==> src/rtl/nn_inference_scheduler.sv <==
// rtl/nn_inference_scheduler.sv - frame-synchronised inference sequencer with watchdog and argmax scan
module nn_inference_scheduler #(
  parameter int NUM_CLASSES    = 10,
  parameter int PROB_W         = 16,
  parameter int IDX_W          = 4,
  parameter int TIMEOUT_CYCLES = 2000000
) (
  input  logic                          Clk,
  input  logic                          Reset_n,
  input  logic                          Frame_tick,
  input  logic                          Canvas_edit,
  input  logic                          Force,
  input  logic                          Nn_ready,
  input  logic [NUM_CLASSES*PROB_W-1:0] Probability,
  output logic                          Nn_start,
  output logic                          Busy,
  output logic                          Result_valid,
  output logic                          Result_pulse,
  output logic [IDX_W-1:0]              Argmax,
  output logic [PROB_W-1:0]             Max_prob,
  output logic                          Timeout
);

  localparam int               WD_W     = $clog2(TIMEOUT_CYCLES + 1);
  localparam logic [WD_W-1:0]  WD_LAST  = WD_W'(TIMEOUT_CYCLES - 1);
  localparam logic [IDX_W-1:0] LAST_IDX = IDX_W'(NUM_CLASSES - 1);

  typedef enum logic [2:0] {
    S_IDLE, S_ARM, S_START, S_WAIT_BUSY, S_WAIT_DONE, S_SCAN, S_DONE
  } state_t;

  state_t state, state_next;

  logic              pending;
  logic [WD_W-1:0]   wd_cnt;
  logic [PROB_W-1:0] snap [NUM_CLASSES];
  logic [IDX_W-1:0]  scan_idx;
  logic [IDX_W-1:0]  run_idx;
  logic [PROB_W-1:0] run_max;
  logic [PROB_W-1:0] cur_prob;
  logic              wd_expired;
  logic              timeout_hit;
  logic              capture;
  logic              set_evt;
  logic              take;

  always_comb begin
    wd_expired  = (wd_cnt >= WD_LAST);
    cur_prob    = snap[scan_idx];
    // Index 0 seeds the running max; strict '>' keeps the lowest index on ties.
    take        = (scan_idx == '0) || (cur_prob > run_max);
    set_evt     = (state != S_IDLE) && (Canvas_edit || (Force && (state != S_ARM)));
    timeout_hit = 1'b0;
    capture     = 1'b0;
    state_next  = state;

    case (state)
      S_IDLE: begin
        if (Force)            state_next = S_START;
        else if (Canvas_edit) state_next = S_ARM;
      end
      S_ARM: begin
        if (Force || Frame_tick) state_next = S_START;
      end
      S_START: state_next = S_WAIT_BUSY;
      S_WAIT_BUSY: begin
        if (!Nn_ready) begin
          state_next = S_WAIT_DONE;
        end else if (wd_expired) begin
          timeout_hit = 1'b1;
          state_next  = S_IDLE;
        end
      end
      S_WAIT_DONE: begin
        if (Nn_ready) begin
          capture    = 1'b1;
          state_next = S_SCAN;
        end else if (wd_expired) begin
          timeout_hit = 1'b1;
          state_next  = S_IDLE;
        end
      end
      S_SCAN: begin
        if (scan_idx == LAST_IDX) state_next = S_DONE;
      end
      S_DONE: state_next = (pending || set_evt) ? S_ARM : S_IDLE;
      default: state_next = S_IDLE;
    endcase

    Nn_start     = (state == S_START);
    Busy         = (state != S_IDLE);
    Result_pulse = (state == S_DONE);
  end

  always_ff @(posedge Clk) begin
    if (!Reset_n) begin
      state        <= S_IDLE;
      pending      <= 1'b0;
      wd_cnt       <= '0;
      scan_idx     <= '0;
      run_idx      <= '0;
      run_max      <= '0;
      Argmax       <= '0;
      Max_prob     <= '0;
      Result_valid <= 1'b0;
      Timeout      <= 1'b0;
      for (int i = 0; i < NUM_CLASSES; i++) snap[i] <= '0;
    end else begin
      state <= state_next;

      // An edit landing in the START cycle may be missed by the network, so it survives the clear.
      if (state == S_START) pending <= set_evt;
      else if (set_evt)     pending <= 1'b1;

      if (state == S_START)
        wd_cnt <= '0;
      else if (state == S_WAIT_BUSY || state == S_WAIT_DONE)
        wd_cnt <= wd_cnt + WD_W'(1);

      if (timeout_hit) Timeout <= 1'b1;

      if (capture) begin
        for (int i = 0; i < NUM_CLASSES; i++) snap[i] <= Probability[i*PROB_W +: PROB_W];
        scan_idx <= '0;
      end

      if (state == S_SCAN) begin
        scan_idx <= scan_idx + IDX_W'(1);
        if (take) begin
          run_max <= cur_prob;
          run_idx <= scan_idx;
        end
        // Publish on the last class so the outputs are stable throughout the DONE cycle.
        if (scan_idx == LAST_IDX) begin
          Argmax       <= take ? scan_idx : run_idx;
          Max_prob     <= take ? cur_prob : run_max;
          Result_valid <= 1'b1;
        end
      end
    end
  end

endmodule

==> config.mk <==
export PLATFORM = sky130hd
export DESIGN_NAME = nn_inference_scheduler
export DESIGN_NICKNAME = d
export VERILOG_FILES = /design/src/rtl/nn_inference_scheduler.sv
export SDC_FILE = /design/constraint.sdc
export NUM_CORES = 1
export LEC_CHECK = 0
export CAP_MARGIN = 20
export CORE_UTILIZATION = 39
export DETAILED_ROUTE_END_ITERATION = 7
export SLEW_MARGIN = 25
export SYNTH_ARGS = -nofsm -noshare
export SYNTH_HDL_FRONTEND = slang
export SYNTH_SLANG_ARGS = --single-unit
==> constraint.sdc <==
create_clock -name Clk -period 9.4 [get_ports Clk]
set_clock_uncertainty 0.1 [all_clocks]
set_input_delay 2.35 -clock Clk [delete_from_list [all_inputs] [get_ports Clk]]
set_output_delay 2.35 -clock Clk [all_outputs]
set_load 0.01 [all_outputs]
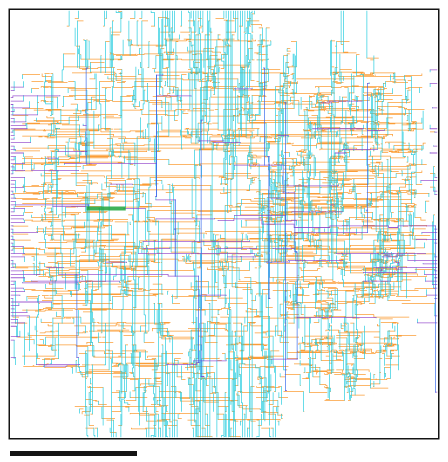
**Above:** signal wires by layer.
Bar = 50 um.
metal 5 -> green  # wire length 13.8 um
metal 4 -> blue  # wire length 691 um
metal 2 -> cyan  # wire length 11400 um
metal 3 -> purple  # wire length 1350 um
metal 1 -> orange  # wire length 11100 um
final WL: 24500 um
GRT Total Usage: 0.173
via count: 7262
wire length per cell: 17.2 um

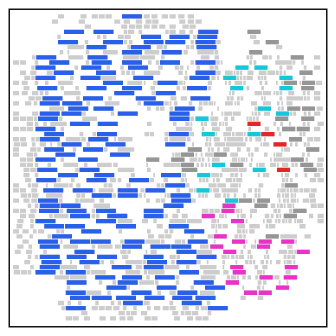
**Above:** sequential cells colored by netlist name.
Other sequential cells in the stronger gray, the rest of the logic in the fainter gray.
wd_cnt -> magenta  # sequential cells 21, where bottom right
snap -> blue  # sequential cells 160
run_idx -> red  # sequential cells 4, where right middle
run_max -> cyan  # sequential cells 16
not colored = 34
Seq. pwr: 1.14 mW
Final Util: 0.510
storage element area: 6310 sq um

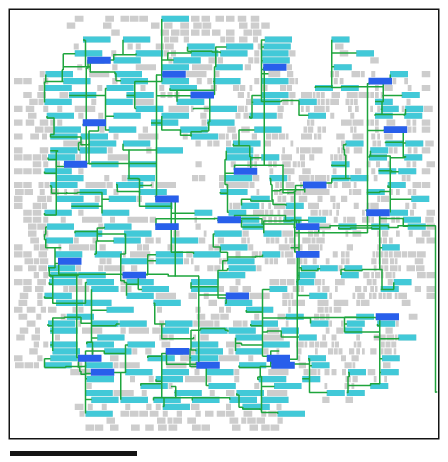
**Above:** routed clock nets over the placement.
Bar = 50 um.
clock drivers -> blue  # count 26
clock wires -> green  # length 2970 um
flip-flops -> cyan  # count 235
routed clock nets = 27
Skew-Pair Late Insertion Delay: 0.53 ns
clk pwr: 0.987 mW
clock network power share: 0.434

## worst min-delay path: cells and delay by family (launching register included)
kind / cells / cell delay [ns]
flip-flops: 1 / 0.30
AND/OR/NAND/NOR: 1 / 0.05
multiplexers: 1 / 0.05
## cell type report
type	instances	area share
clock inverter	8	0.00536
multi-input combinational	576	0.300
clock buffer	40	0.0555
timing repair buffer	202	0.145
inverter	22	0.00599
tap	341	0.0310
sequential	235	0.458
## metrics by stage
step	cell area (sq um)	setup WS (ns)	hold WS [ns]	power (mW)	utilization
after floorplan	10700	2.77	0.334	1.22	-
after global routing	13800	3.90	0.372	2.35	0.510
after global placement	12900	3.79	0.341	1.31	0.479
final	13800	4.30	0.363	2.28	0.510
after detailed placement	12900	3.75	0.351	1.31	0.479
after CTS	13800	4.21	0.365	2.30	0.510
==> impl_metrics.yaml <==
# generated from flow reports
setup_path:
  r2r_slack_ns: 4.30
  cp-endpoint: "Max_prob[7]$_SDFFE_PN0P_"
  path_common_cell: "buf_4"
  start_kind: "flop"
  endpoint_kind: "flop"
  crit_cells: 13
  cpPeakStageDelay_ns: 0.64
  required_ns: 9.69
cts:
  clkTransAtPathRegs_ns: 0.06
  ctsRootBufferMaster: "clkbuf_16"
  clock_path_buffers: 3
  clock_sinks: 235
place:
  io_buffers: 190
hold_path:
  hold_depth: 2
status:
  status: "complete, no violations"
power_and_ir_drop:
  p_sw_mw: 0.473
  sw_frac_of_total: 0.208
  power_density_nw_per_um2: 165
  peakVddDrop_mv: 0.101
flow_run:
  maxCapViolations: 0
synth:
  ys_top_logic_family: "simple AND/OR/NAND/NOR gates"
  ys_sh_simple: 0.173
Power and IR drop assume default switching activity.
